### src/rtl/fetch_stage_pkg.sv
// Shared definitions for the fetch stage: opcodes, next-PC select encodings
// and default widths of the 16-bit pipelined processor.
package fetch_stage_pkg;

  localparam int PC_W_DEF      = 16;
  localparam int INSTR_W_DEF   = 16;
  localparam int RAS_DEPTH_DEF = 8;

  // Opcode field is instr[15:12].
  localparam logic [3:0] OP_BEQ  = 4'h8;
  localparam logic [3:0] OP_BNE  = 4'h9;
  localparam logic [3:0] OP_JMP  = 4'hC;
  localparam logic [3:0] OP_CALL = 4'hD;
  localparam logic [3:0] OP_RET  = 4'hE;

  typedef enum logic [1:0] {
    PCSRC_SEQ = 2'd0,
    PCSRC_JMP = 2'd1,
    PCSRC_BR  = 2'd2,
    PCSRC_RET = 2'd3
  } pc_src_e;

  function automatic logic is_call(input logic [3:0] op);
    return op == OP_CALL;
  endfunction

  function automatic logic is_ret(input logic [3:0] op);
    return op == OP_RET;
  endfunction

endpackage

### src/rtl/fetch_stage_return_addr_stack.sv
// Return-address stack: circular buffer with a saturating occupancy count.
// A push when full overwrites the oldest entry, so the newest DEPTH return
// addresses are always retained. DEPTH must be a power of two.
module return_addr_stack
  import fetch_stage_pkg::*;
#(
  parameter int DEPTH = RAS_DEPTH_DEF,
  parameter int W     = PC_W_DEF
) (
  input  logic         clk,
  input  logic         reset,
  input  logic         push,
  input  logic         pop,
  input  logic [W-1:0] push_data,
  output logic [W-1:0] top,
  output logic         empty,
  output logic         full
);

  localparam int PTR_W = (DEPTH > 1) ? $clog2(DEPTH) : 1;
  localparam int CNT_W = $clog2(DEPTH + 1);

  logic [W-1:0]     mem_q [DEPTH];
  logic [W-1:0]     mem_d [DEPTH];
  logic [PTR_W-1:0] wr_ptr_q, wr_ptr_d;
  logic [CNT_W-1:0] count_q, count_d;

  // wr_ptr points at the next free slot; the top is the slot just below it.
  assign top   = mem_q[wr_ptr_q - PTR_W'(1)];
  assign empty = (count_q == '0);
  assign full  = (count_q == CNT_W'(DEPTH));

  // Next-state: push wins over pop (they never coincide from one ID opcode).
  always_comb begin
    mem_d    = mem_q;
    wr_ptr_d = wr_ptr_q;
    count_d  = count_q;
    if (push) begin
      mem_d[wr_ptr_q] = push_data;
      wr_ptr_d        = wr_ptr_q + PTR_W'(1);
      if (!full) begin
        count_d = count_q + CNT_W'(1);
      end
    end else if (pop && !empty) begin
      wr_ptr_d = wr_ptr_q - PTR_W'(1);
      count_d  = count_q - CNT_W'(1);
    end
  end

  // Stack registers with synchronous reset to empty.
  always_ff @(posedge clk) begin
    if (reset) begin
      for (int i = 0; i < DEPTH; i++) begin
        mem_q[i] <= '0;
      end
      wr_ptr_q <= '0;
      count_q  <= '0;
    end else begin
      mem_q    <= mem_d;
      wr_ptr_q <= wr_ptr_d;
      count_q  <= count_d;
    end
  end

endmodule

### src/rtl/fetch_stage.sv
// Instruction-fetch stage and IF/ID pipeline register.
// Owns the PC, drives the instruction-memory address and hands each fetched
// instruction with its PC to decode. Edge priority: reset > stall > kill >
// sequential fetch. Define FETCH_RAS_EN to add a return-address stack that
// supplies RET targets; without it RET always uses ret_addr from R7.
module fetch_stage
  import fetch_stage_pkg::*;
#(
  parameter int PC_W      = PC_W_DEF,
  parameter int INSTR_W   = INSTR_W_DEF,
  parameter int RAS_DEPTH = RAS_DEPTH_DEF
) (
  input  logic               clk,
  input  logic               reset,
  output logic [PC_W-1:0]    imem_addr,
  input  logic [INSTR_W-1:0] imem_data,
  input  logic               stall,
  input  logic               kill,
  input  logic [1:0]         pc_src,
  input  logic [PC_W-1:0]    jump_target,
  input  logic [PC_W-1:0]    branch_target,
  input  logic [PC_W-1:0]    ret_addr,
  output logic [INSTR_W-1:0] id_instr,
  output logic [PC_W-1:0]    id_pc,
  output logic               id_valid,
  output logic               ras_miss
);

  logic [PC_W-1:0]    pc_q, pc_d;
  logic [INSTR_W-1:0] id_instr_q, id_instr_d;
  logic [PC_W-1:0]    id_pc_q, id_pc_d;
  logic               id_valid_q, id_valid_d;

  logic [PC_W-1:0]    pc_plus1;
  logic [PC_W-1:0]    ret_target;
  logic [PC_W-1:0]    redirect_pc;

  assign imem_addr = pc_q;
  assign id_instr  = id_instr_q;
  assign id_pc     = id_pc_q;
  assign id_valid  = id_valid_q;

  // Wraps modulo 2^PC_W.
  assign pc_plus1 = pc_q + PC_W'(1);

`ifdef FETCH_RAS_EN
  logic [3:0]      id_op;
  logic            call_push;
  logic            ret_pop;
  logic [PC_W-1:0] ras_top;
  logic            ras_empty;
  logic            ras_full;
  logic            ras_miss_q, ras_miss_d;

  // CALL/RET act on the stack only when the ID instruction actually retires
  // this edge; a stalled instruction is re-resolved next cycle.
  assign id_op     = id_instr_q[INSTR_W-1 -: 4];
  assign call_push = id_valid_q && !stall && is_call(id_op);
  assign ret_pop   = id_valid_q && !stall && is_ret(id_op);

  return_addr_stack #(
    .DEPTH (RAS_DEPTH),
    .W     (PC_W)
  ) u_ras (
    .clk       (clk),
    .reset     (reset),
    .push      (call_push),
    .pop       (ret_pop),
    .push_data (id_pc_q + PC_W'(1)),
    .top       (ras_top),
    .empty     (ras_empty),
    .full      (ras_full)
  );

  assign ret_target = ras_empty ? ret_addr : ras_top;

  // Miss flag: a RET retired against an empty stack fell back to R7.
  always_comb begin
    ras_miss_d = ret_pop && ras_empty;
  end

  // Registered one-cycle miss pulse.
  always_ff @(posedge clk) begin
    if (reset) begin
      ras_miss_q <= 1'b0;
    end else begin
      ras_miss_q <= ras_miss_d;
    end
  end

  assign ras_miss = ras_miss_q;
`else
  assign ret_target = ret_addr;
  assign ras_miss   = 1'b0;
`endif

  // Redirect target selected by ID.
  always_comb begin
    redirect_pc = pc_plus1;
    unique case (pc_src_e'(pc_src))
      PCSRC_SEQ: redirect_pc = pc_plus1;
      PCSRC_JMP: redirect_pc = jump_target;
      PCSRC_BR:  redirect_pc = branch_target;
      PCSRC_RET: redirect_pc = ret_target;
      default:   redirect_pc = pc_plus1;
    endcase
  end

  // Next PC and IF/ID contents: stall holds, kill redirects and inserts a
  // bubble, otherwise fetch sequentially.
  always_comb begin
    pc_d       = pc_q;
    id_instr_d = id_instr_q;
    id_pc_d    = id_pc_q;
    id_valid_d = id_valid_q;
    if (stall) begin
      pc_d       = pc_q;
    end else if (kill) begin
      pc_d       = redirect_pc;
      id_instr_d = '0;
      id_pc_d    = '0;
      id_valid_d = 1'b0;
    end else begin
      pc_d       = pc_plus1;
      id_instr_d = imem_data;
      id_pc_d    = pc_q;
      id_valid_d = 1'b1;
    end
  end

  // PC and IF/ID registers with synchronous reset.
  always_ff @(posedge clk) begin
    if (reset) begin
      pc_q       <= '0;
      id_instr_q <= '0;
      id_pc_q    <= '0;
      id_valid_q <= 1'b0;
    end else begin
      pc_q       <= pc_d;
      id_instr_q <= id_instr_d;
      id_pc_q    <= id_pc_d;
      id_valid_q <= id_valid_d;
    end
  end

endmodule

### config.mk
export PLATFORM = sky130hd
export DESIGN_NAME = fetch_stage
export DESIGN_NICKNAME = d
export VERILOG_FILES = /design/src/rtl/fetch_stage_pkg.sv /design/src/rtl/fetch_stage_return_addr_stack.sv /design/src/rtl/fetch_stage.sv
export SDC_FILE = /design/constraint.sdc
export NUM_CORES = 1
export LEC_CHECK = 0
export CORE_ASPECT_RATIO = 1.4
export CORE_UTILIZATION = 41
export CTS_CLUSTER_DIAMETER = 120
export DETAILED_ROUTE_END_ITERATION = 7
export PLACE_DENSITY = 0.8
export SLEW_MARGIN = 20
export SYNTH_ARGS = -nofsm -noshare
export SYNTH_HDL_FRONTEND = slang
export SYNTH_SLANG_ARGS = --single-unit
### constraint.sdc
create_clock -name clk -period 2.1 [get_ports clk]
set_input_delay 0.21 -clock clk [delete_from_list [all_inputs] [get_ports clk]]
set_output_delay 0.21 -clock clk [all_outputs]
set_load 0.02 [all_outputs]
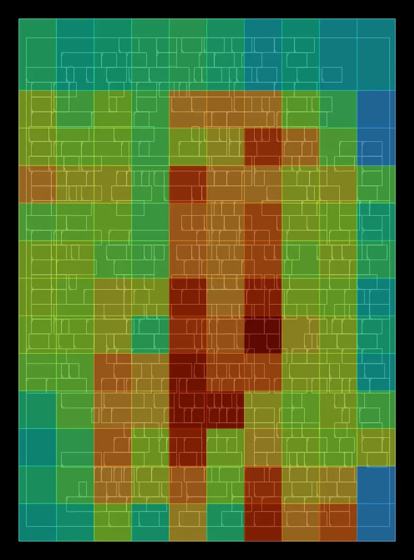
(routing congestion map)
met1 Track Usage GR: 27.53%
final core utilization: 64.95%
GRT Resource Usage Total: 22.40%
met3 global-route usage: 5.131%

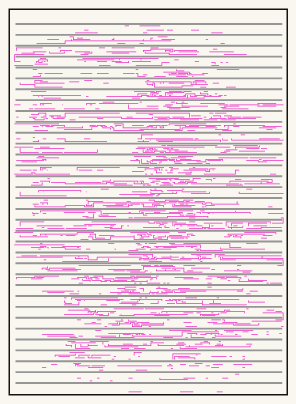
(M1 wires)
(4 px per um) Supply wires on this layer in gray.
longest straight run = 26.4 um
nets with wire on the layer = 435
main direction = horizontal
drt total wl: 7.606 mm
vias: 2,784

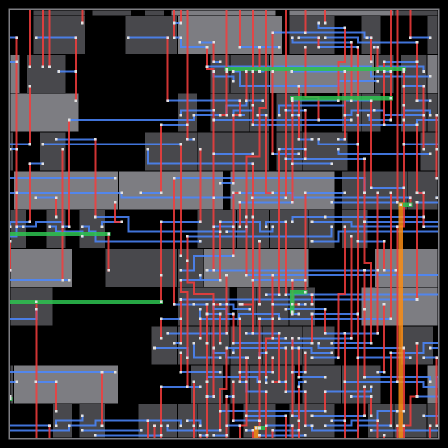
(zoomed window)
Window x 20 to 50, y 52 to 82 um. Cells in gray, sequential cells in the stronger gray; small squares are vias.
orange -> metal 4
blue -> metal 1
green -> metal 3
red -> metal 2
sequential cells in the window = 11
netlist names of flops here include = `id_pc` (5), `imem_addr` (4), `id_instr` (2)
cells with their middle in the window = 70
most frequent = dfxtp_1 (11), nor2_1 (9), a21oi_1 (7)

==> GITHUB_STEP_SUMMARY <==
### Flow metrics

| Metric | Value |
|---|---|
| Status | completed |
| Most frequent logic cells in the routed design | clkdlybuf4s50_1 (116), dfxtp_1 (49), nor2_1 (41) |
| Setup TNS | 0 ns |
| Class of the worst hold path | in2reg |
| Setup violations, final | 0 |
| Synthesized net count | roughly 380 |
| # Post-CTS Setup Buffers | 0 |
| Worst Setup EP | imem_addr[14] |
| Crit-path cells | ha_1, nand3_1, nor4_2, nor3_1, a311oi_1 |
| R2r endpoint | imem_addr[14] |
| Routability cong. | 0.8536 |
| Area Overhead vs Synth | 50.36% |
| Final worst path period share | 87.26% |
| Die ar. | ~6600 um^2 |
| PostCTS Resize Cnt | 0 |
| Post-Synth XOR/XNOR Area | 0% |
| Drt initial violations | about 150 |
| Fin area | 3889 um^2 |
| Cell taking the most area after synthesis | dfxtp_1 |
| Worst R2R Setup Slack | 0.27 ns |
| Number of flops mapped to enable cells by yosys | 0 |
| Yosys warning total | 0 |
| Clock power frac | between 20% and 30% |
| Critical path class | reg2reg |
| First-pass GRT wire length | 12.26 mm |
| CP arrival | about 2 ns |
| # hold bufs at CTS | 0 |
| Fillers | ~530 |
| Min-Delay Path Depth | 3 |
| Total CTS buffers | 5 |
| Non-CTS buffers | 131 |
| Post-synth regs | ~49 |
| Number of max-cap violations | 0 |
| Async SR Flop Fraction | 0% |
| Area after DPL | between 3000 and 4000 um^2 |
| Layout clock buffer count | 6 |
| DR DRC count | 0 |
| Pwr Total | about 2.1 mW |
| Leakage | 1.392 nW |
| # IOs | around 120 |
| Number of global-route vias before repair | between 2,000 and 3,000 |
| Clock net power | between 0.5 and 0.6 mW |
| DP Cell Count | between 400 and 500 |
| Root buffer cell | clkbuf_8 |
| Final hold violations | 0 |
| Gr ovfl total | 0 |
| Worst-path clk slew | 0.09 ns |
| Buffering overhead | 32.63% |
| Core area | roughly 6000 um^2 |
| Layout cells sized above 1 | roughly 8% |
| Sw power | between 0.5 and 0.6 mW |
| Most frequent cells after synthesis | dfxtp_1 (49), nor2_1 (42), a21oi_1 (32) |
| Simple share | about a quarter |
| Max-area cell class | combinational gates |
| Cell Pwr Density | around 540 nW/um^2 |
| Chip Width | between 60 and 70 um |
| DP Wirelength | around 5.5 mm |
| IO Port Bufs | between 100 and 150 |
| Site Rows | 33 |
| H-tree depth | 2 |
| R2r startpoint | imem_addr[0] |
| Yosys chip area | ~2600 um^2 |
| Worst-Margin Slew | 0.6699 ns |
| Critical Path Start | imem_addr[0] |
| Cells on worst reg2reg path | 5 |
| Clk tree area frac | approximately 2.5% |
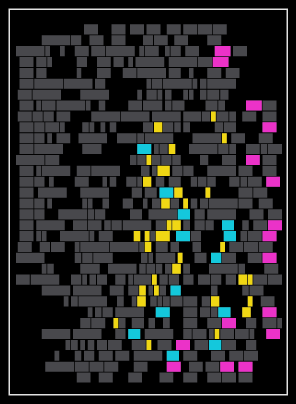
(selected gate families)
(4 px per um)
yellow -> NAND gates  # cells 32, most used nand2_1
magenta -> multiplexers  # cells 16, most used mux2i_1
cyan -> AND-OR and OR-AND gates  # cells 13, most used a211o_1
Commonest Layout Cell: clkdlybuf4s50_1
Comb/total area: 36.55%
Finished Layout Cells: 494

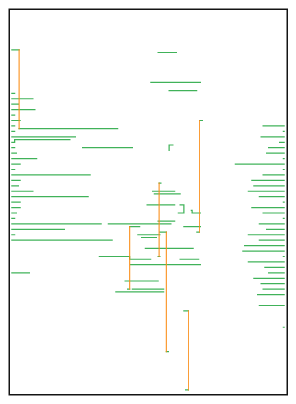
(wiring by layer)
(4 px per um) Two of the layers only.
green -> metal 3  # wire length 566 um
orange -> metal 4  # wire length 131 um
average routed wire per standard cell: 15.40 um

## worst max-delay path, delay by kind of cell, from the launching register on
kind / cells / cell delay (ns)
and+or+nand+nor: 3 / 0.79
adders and majority gates: 1 / 0.26
AOI/OAI and AO/OA: 1 / 0.23
DFF: 1 / 0.47
## per-layer routing
| layer | global-route usage (%) | up-vias | share of wire [%] | routed length, um |
|---|---|---|---|---|
| li1 | - | 1382 | - | - |
| met1 | 27.53 | 1268 | 43 | 3284 |
| met2 | 37.86 | 122 | 48 | 3625 |
| met3 | 5.131 | 12 | 7.4 | 565 |
| met4 | 9.184 | 0 | 1.7 | 131 |
| met5 | 0 | - | 0 | 0 |
## state kept, by name, summed over array words and instances (netlist names)
name and cells:
id_pc 16, id_instr 16, imem_addr 16, id_valid 1
Power is estimated from default activity; no workload was simulated.
